$ cat src/rtl/exec_sequencer_if.sv
// Decoder-to-sequencer bundle: instruction decode requests in, program address
// and register-file write gating out.
interface exec_sequencer_if #(
  parameter int PSIZE = 5
);
  logic [2:0]       opcode;
  logic             PCincr;
  logic             PCrelbranch;
  logic [PSIZE-1:0] branch_off;
  logic             w;
  logic             in_valid;
  logic [PSIZE-1:0] PCout;
  logic             wr_en;
  logic             stall;
  logic             in_ack;

  modport master (
    output opcode, PCincr, PCrelbranch, branch_off, w, in_valid,
    input  PCout, wr_en, stall, in_ack
  );

  modport slave (
    input  opcode, PCincr, PCrelbranch, branch_off, w, in_valid,
    output PCout, wr_en, stall, in_ack
  );
endinterface

$ cat src/rtl/exec_sequencer.sv
// picoMIPS execution sequencer: owns the PC, stretches MUL over MUL_CYCLES and
// holds LDI until a fresh operator strobe arrives.
module exec_sequencer #(
  parameter int         PSIZE      = 5,
  parameter int         MUL_CYCLES = 3,
  parameter logic [2:0] OP_MUL     = 3'd3,
  parameter logic [2:0] OP_LDI     = 3'd4
) (
  input logic            clk,
  input logic            reset,
  exec_sequencer_if.slave bus
);

  typedef enum logic [1:0] {RUN, MUL_WAIT, IN_WAIT, IN_RELEASE} state_t;

  localparam logic [3:0] MUL_LOAD = 4'(MUL_CYCLES - 2);

  state_t           state_q, state_d;
  logic [3:0]       cnt_q, cnt_d;
  logic [PSIZE-1:0] pc_q, pc_d, pc_step;
  logic             advance;

  // Relative branch wins over increment; the add wraps naturally at PSIZE bits.
  always_comb begin
    pc_step = '0;
    if (bus.PCrelbranch)  pc_step = bus.branch_off;
    else if (bus.PCincr)  pc_step = PSIZE'(1);
    pc_d = advance ? pc_q + pc_step : pc_q;
  end

  // NOTE: every output of this block gets a default first so no path can infer a latch.
  always_comb begin
    state_d     = state_q;
    cnt_d       = cnt_q;
    advance     = 1'b0;
    bus.wr_en   = 1'b0;
    bus.stall   = 1'b0;
    bus.in_ack  = 1'b0;

    unique case (state_q)
      MUL_WAIT: begin
        if (cnt_q != 4'd0) begin
          cnt_d     = cnt_q - 4'd1;
          bus.stall = 1'b1;
        end else begin
          advance   = 1'b1;
          bus.wr_en = bus.w;
          state_d   = RUN;
        end
      end

      IN_WAIT: begin
        if (bus.in_valid) begin
          advance    = 1'b1;
          bus.wr_en  = bus.w;
          bus.in_ack = 1'b1;
          state_d    = IN_RELEASE;
        end else begin
          bus.stall  = 1'b1;
        end
      end

      default: begin  // RUN and IN_RELEASE
        // A strobe that already fed an LDI must drop before another LDI may use it.
        if (state_q == IN_RELEASE && bus.opcode == OP_LDI && bus.in_valid) begin
          bus.stall = 1'b1;
        end else if (bus.opcode == OP_MUL && MUL_CYCLES > 1) begin
          state_d   = MUL_WAIT;
          cnt_d     = MUL_LOAD;
          bus.stall = 1'b1;
        end else if (bus.opcode == OP_LDI) begin
          if (bus.in_valid) begin
            advance    = 1'b1;
            bus.wr_en  = bus.w;
            bus.in_ack = 1'b1;
            state_d    = IN_RELEASE;
          end else begin
            state_d    = IN_WAIT;
            bus.stall  = 1'b1;
          end
        end else begin
          advance   = 1'b1;
          bus.wr_en = bus.w;
          state_d   = RUN;
        end
      end
    endcase

    // Reset aborts the current instruction: no write, no handshake, no stall.
    if (reset) begin
      bus.wr_en  = 1'b0;
      bus.stall  = 1'b0;
      bus.in_ack = 1'b0;
    end
  end

  // NOTE: sequential state uses non-blocking assignments so all registers update together.
  always_ff @(posedge clk) begin
    if (reset) begin
      state_q <= RUN;
      cnt_q   <= 4'd0;
      pc_q    <= '0;
    end else begin
      state_q <= state_d;
      cnt_q   <= cnt_d;
      pc_q    <= pc_d;
    end
  end

  assign bus.PCout = pc_q;

endmodule

$ cat src/flat_wrapper.sv
// flat-port wrapper written by rule: the top's interface ports become plain ports
module exec_sequencer_flat 
#(
  parameter int         PSIZE      = 5,
  parameter int         MUL_CYCLES = 3,
  parameter logic [2:0] OP_MUL     = 3'd3,
  parameter logic [2:0] OP_LDI     = 3'd4
)
  (clk, reset, bus_opcode, bus_PCincr, bus_PCrelbranch, bus_branch_off, bus_w, bus_in_valid, bus_PCout, bus_wr_en, bus_stall, bus_in_ack);
  exec_sequencer_if #(.PSIZE(PSIZE)) bus_i ();
  input logic clk;
  input logic reset;
  input wire logic [$bits(bus_i.opcode)-1:0] bus_opcode;
  input wire logic [$bits(bus_i.PCincr)-1:0] bus_PCincr;
  input wire logic [$bits(bus_i.PCrelbranch)-1:0] bus_PCrelbranch;
  input wire logic [$bits(bus_i.branch_off)-1:0] bus_branch_off;
  input wire logic [$bits(bus_i.w)-1:0] bus_w;
  input wire logic [$bits(bus_i.in_valid)-1:0] bus_in_valid;
  output wire logic [$bits(bus_i.PCout)-1:0] bus_PCout;
  output wire logic [$bits(bus_i.wr_en)-1:0] bus_wr_en;
  output wire logic [$bits(bus_i.stall)-1:0] bus_stall;
  output wire logic [$bits(bus_i.in_ack)-1:0] bus_in_ack;
  assign bus_i.opcode = bus_opcode;
  assign bus_i.PCincr = bus_PCincr;
  assign bus_i.PCrelbranch = bus_PCrelbranch;
  assign bus_i.branch_off = bus_branch_off;
  assign bus_i.w = bus_w;
  assign bus_i.in_valid = bus_in_valid;
  assign bus_PCout = bus_i.PCout;
  assign bus_wr_en = bus_i.wr_en;
  assign bus_stall = bus_i.stall;
  assign bus_in_ack = bus_i.in_ack;
  exec_sequencer #(.PSIZE(PSIZE), .MUL_CYCLES(MUL_CYCLES), .OP_MUL(OP_MUL), .OP_LDI(OP_LDI)) u_core (.clk(clk), .reset(reset), .bus(bus_i));
endmodule
$ cat config.mk
export PLATFORM = sky130hd
export DESIGN_NAME = exec_sequencer_flat
export DESIGN_NICKNAME = d
export VERILOG_FILES = /design/src/rtl/exec_sequencer_if.sv /design/src/rtl/exec_sequencer.sv /design/src/flat_wrapper.sv
export SDC_FILE = /design/constraint.sdc
export NUM_CORES = 1
export LEC_CHECK = 0
export CORE_MARGIN = 5
export CORE_UTILIZATION = 42
export DETAILED_ROUTE_END_ITERATION = 16
export PLACE_DENSITY = 0.75
export SYNTH_ARGS = -nofsm -noshare
export SYNTH_HDL_FRONTEND = slang
export SYNTH_SLANG_ARGS = --single-unit
$ cat constraint.sdc
create_clock -name clk -period 2.05 [get_ports clk]
set_clock_uncertainty 0.15 [all_clocks]
set_input_delay 0.41 -clock clk [delete_from_list [all_inputs] [get_ports clk]]
set_output_delay 0.41 -clock clk [all_outputs]
set_load 0.01 [all_outputs]
Fig. 1: run 1, M1 wires
Supply wires on this layer in gray.
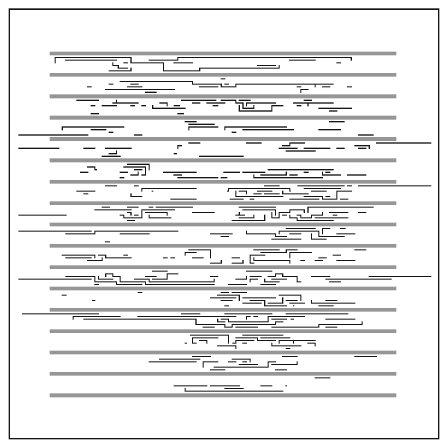
wire length on this layer: 981 um
share of all routed wire: 42%
nets with wire on the layer: 154
main direction: horizontal

Fig. 2: run 1, M2 wires
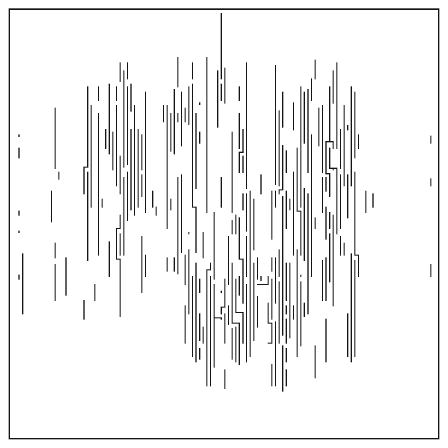
longest straight run: 21.1 um
wire length on this layer: 1,190 um
main direction: vertical
share of all routed wire: 51%
nets with wire on the layer: 153

Fig. 3: run 1, M3 wires
The bar under the picture is 20 um long. Cells faint in the background.
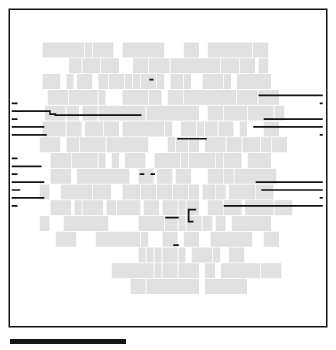
wire length on this layer: 138 um
longest straight run: 16.8 um
share of all routed wire: 5.8%

Fig. 4: run 1, selected gate families
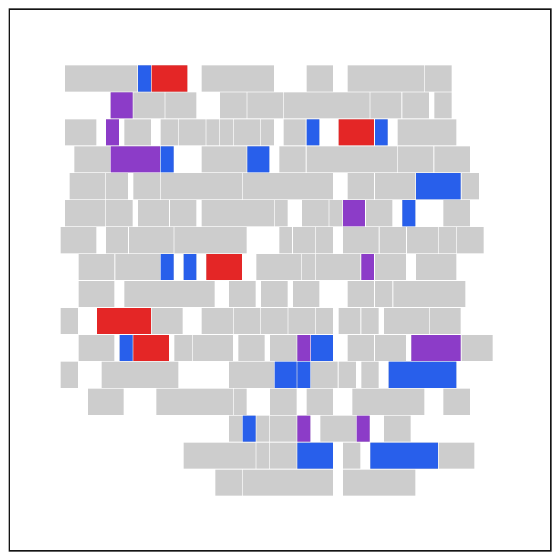
| color | family | cells | most used |
|---|---|---|---|
| blue | nor cells | 17 | nor2_1 |
| red | mux cells | 5 | mux2i_1 |
| purple | nand cells | 9 | nand2_1 |

==> results.ini, run 1 <==
[die]
fp_util=0.433
ioPinCount=22
rows=16

[timing]
finalCriticalPeriod_ns=2.13
report.final.setup_viol=3
finalClockPeriodUsage=1.04
rsz0062_at_grt=true
layout_setup_ws_ns=-0.0847

[clocking]
cts_buffer_depth=2
path_clk_slew_ns=0.08

[routing]
drc=0
wirelength_mm=2.35

[pwr]
powerDensity_nw_per_um2=535
p_seq_frac=0.344
power_leakage_nw=0.622
vdd_drop_max_mv=0.426
pg_comb_uw=346
swShare=0.334
largestPowerGroup=combinational cells

[global_routing]
grt_pass1_vias=950

[placement]
dp_hpwl_mm=1.82
routabilityCongestion=0.817
io_buffers=21

[synth]
largest_area_cell=dfxtp_1
ys_types=36
ys.flops=11
ys_seq_frac=0.265
synth_area_per_cell_um2=8.58
common_cells=11 x dfxtp_1, 11 x inv_1, 10 x nor2_1

[finish]
final_util=0.741
num_antenna_cells=0

[critical_path]
reg2reg_depth=8
worst_setup_path_end_kind=primary output
crit_required_ns=1.49

[flow_run]
maxCapViolCount=0
tool_warnings=32

[outcome]
status=finished, violations left
violations=setup timing

[min_path]
hold_class=flip-flop to flip-flop

run 1: cells by family after synthesis:
group / after synthesis / synth area share
AOI/OAI and AO/OA: 24 / 0.206
DFF: 11 / 0.265
buffers and inverters: 12 / 0.0541
muxes: 5 / 0.0617
xor gates and xnor gates: 3 / 0.0316
and+or+nand+nor: 32 / 0.223
adders and majority gates: 10 / 0.159
run 1: stage by stage:
stage          setup WS, ns  setup TNS, ns  cells  power, mW
3_5_place_dp         -0.707          -3.56    170      0.588
4_1_cts             -0.0774         -0.202    178      0.761
5_1_grt              -0.160         -0.429    177      0.814
6_report            -0.0847         -0.224    177      0.762
3_3_place_gp         -0.656          -3.27    170      0.573
2_1_floorplan       -0.0220        -0.0220     97      0.427
run 1: timing repair:
action	in CTS	in global routing
buffers inserted	4	0
gates resized	48	9
setup endpoints to repair	6	6
pin swaps	11	7
run 1: worst min-delay path: stages (launching register included):
cell     delay [ns]
dfxtp_1        0.34
o21ai_0        0.10
a21oi_2        0.06
run 1: metal layers:
metal	share of wire	vias up	track usage
li1	-	449	-
met1	0.42	423	0.191
met2	0.51	28	0.347
met3	0.058	7	0.0272
met4	0.019	0	0.0871
met5	0	-	0
run 1: final timing paths:
check / end / start / slack, ns
max: bus_in_ack / u_core.state_q[0] / -0.08
min: u_core.bus.PCout[4] / u_core.bus.PCout[4] / 0.40
max reg2reg: u_core.bus.PCout[4] / u_core.bus.PCout[0] / 0.12
min reg2reg: u_core.bus.PCout[4] / u_core.bus.PCout[4] / 0.40
run 1: final cells by class:
cell class,count,area (um2),share of cell area
Timing Repair Buffer,50,407,0.286
Sequential cell,11,228,0.160
Inverter,11,43.8,0.0308
Clock buffer,4,26.3,0.0185
Tap cell,27,33.8,0.0237
Multi-Input combinational cell,74,686,0.482
==> run 1 -> run 2 <==
- ABC_AREA: not set -> 1
- CORE_MARGIN: 5 -> 3
- CORE_UTILIZATION: 42 -> 44
- MAX_ROUTING_LAYER: not set -> met4
- PLACE_DENSITY: 0.75 -> 0.77
Fig. 5: run 2, M2 wires
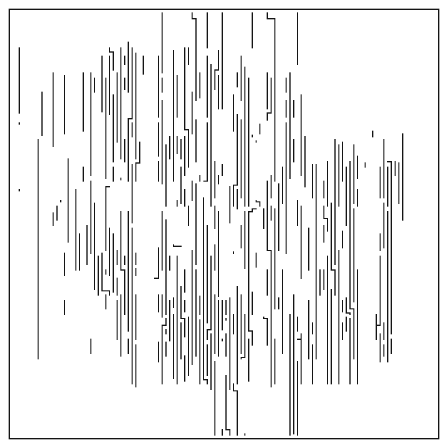
wire length on this layer: 1,550 um
main direction: vertical
share of all routed wire: 53%

Fig. 6: run 2, M3 wires
The bar under the picture is 20 um long. Cells faint in the background.
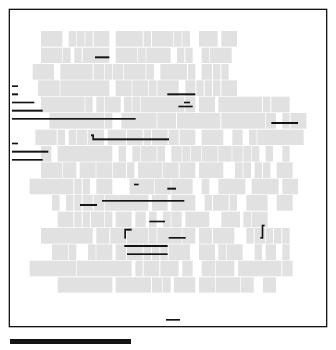
share of all routed wire: 3.7%
nets with wire on the layer: 19

==> run 2 against run 1 <==
  * The run still ends with setup timing left
  * Non-clock buffer count is the same
  * Clock-buffer cell count did not move
  * Maximum frequency grew 2.3%
  * Power rose by 140%
  * Area after synthesis grew 14%
  * Cell area rose by 8.9%
  * Sequential power grew about 40%
  * Critical path depth is 2 lower
  * Register-to-register slack improved by 0.26 ns
  * Combinational power rose to 3.8 times the previous value
  * Critical path type unchanged
  * Critical endpoint unchanged
  * Largest power group unchanged
  * Highest routed layer unchanged
==> results.ini, run 2 <==
[routing]
dr_wl_met3_um=110  ; was 137 um
top_layer_used=met4  ; unchanged
wirelength_mm=2.94  ; was 2.35 mm
dr_wl_met2_mm=1.55  ; was 1.19 mm
drc=0  ; unchanged
wl_met1_mm=1.18  ; was 981 um

[finish]
num_antenna_cells=0  ; unchanged
final_util=0.774  ; was 0.741
final_cells=227  ; was 177

[critical_path]
reg2reg_depth=9  ; was 8
r2r-end=u_core.bus.PCout[4]  ; unchanged
critPathCapture=bus_in_ack  ; unchanged
r2r_setup_slack_ns=0.38  ; was 0.12 ns
crit_required_ns=1.49  ; about the same
worst_setup_path_end_kind=primary output  ; unchanged

[timing]
finalClockPeriodUsage=1.02  ; was 1.04
rsz0062_at_grt=true  ; unchanged
report.final.setup_viol=2  ; was 3
layout_setup_ws_ns=-0.0364  ; was -0.0847 ns
tns_ns=-0.0581  ; was -0.224 ns

[global_routing]
grt_pass1_vias=1025  ; was 950
grt_use_met1=0.237  ; was 0.191
met3_usage=0.0570  ; was 0.0272

[die]
rows=16  ; unchanged
ioPinCount=22  ; unchanged
fp_util=0.473  ; was 0.433

[outcome]
violations=setup timing  ; unchanged
status=finished, violations left  ; unchanged

[synth]
ys_seq_frac=0.232  ; was 0.265
ys.flops=11  ; unchanged
common_cells=37 x nand2_1, 23 x nor2_1, 19 x inv_1  ; was 11 x dfxtp_1, 11 x inv_1, 10 x nor2_1
ys_types=25  ; was 36
synth_area_per_cell_um2=6.49  ; was 8.58 um2
largest_area_cell=dfxtp_1  ; unchanged

[flow_run]
tool_warnings=31  ; was 32

[pwr]
power_leakage_nw=0.757  ; was 0.622 nW
vdd_drop_max_mv=0.835  ; was 0.426 mV
powerDensity_nw_per_um2=1190  ; was 535 nW/um2

[min_path]
hold_class=flip-flop to flip-flop  ; unchanged

[clocking]
cts_resized=32  ; was 48
postCtsSetupRepairBufs=2  ; was 4
cts_buffer_depth=2  ; unchanged

[placement]
io_buffers=21  ; unchanged
routabilityCongestion=0.853  ; was 0.817
dp.cells=219  ; was 170

-- run 2: cell count changes after synthesis, sizes merged, moves of 4 or more --
| cell | delta |
|---|---|
| nand3 | +12 |
| nor2 | +17 |
| nand2 | +33 |
| nand3b | +4 |
| inv | +10 |
| mux2i | -4 |
-- run 2: report_power, final --
part           internal [mW]  switching [mW]
combinational          0.652           0.673
sequential             0.296          0.0728
clock                 0.0755          0.0779
-- run 2: kinds of logic (layout without fill, tap and decap cells) --
family | Yosys count | after routing | synth area share
flops | 11 | 11 | 0.232
mux | 1 | 1 | 0.0119
xor+xnor | 3 | 3 | 0.0277
simple gates | 85 | 85 | 0.417
compound gates | 14 | 14 | 0.0806
buf+inv | 22 | 76 | 0.0898
fa+ha+maj | 10 | 10 | 0.140
-- run 2: worst min-delay path by stage --
stage	startpoint	endpoint	slack, ns
global route	u_core.cnt_q[0]	u_core.cnt_q[0]	0.39
floorplan	u_core.cnt_q[1]	u_core.cnt_q[1]	0.30
finish	u_core.cnt_q[0]	u_core.cnt_q[0]	0.36
detailed placement	u_core.cnt_q[3]	u_core.cnt_q[3]	0.37
CTS	u_core.cnt_q[3]	u_core.cnt_q[3]	0.37
global placement	u_core.cnt_q[0]	u_core.cnt_q[0]	0.34
-- run 2: worst max-delay path, cell delays in order (launching register included) --
cell,delay [ns]
dfxtp_4,0.38
ha_4,0.26
inv_4,0.07
buf_4,0.12
a21oi_4,0.03
nor3_2,0.20
buf_2,0.19
-- run 2: layout make-up --
class	instances	area (um2)	share of cell area
Inverter	22	90.1	0.0581
Sequential cell	11	226	0.146
Clock buffer	4	26.3	0.0169
Timing Repair Buffer	50	412	0.266
Multi-Input combinational cell	113	762	0.492
Tap cell	27	33.8	0.0218
No activity file was given, so power comes from the tool's default toggle rates.
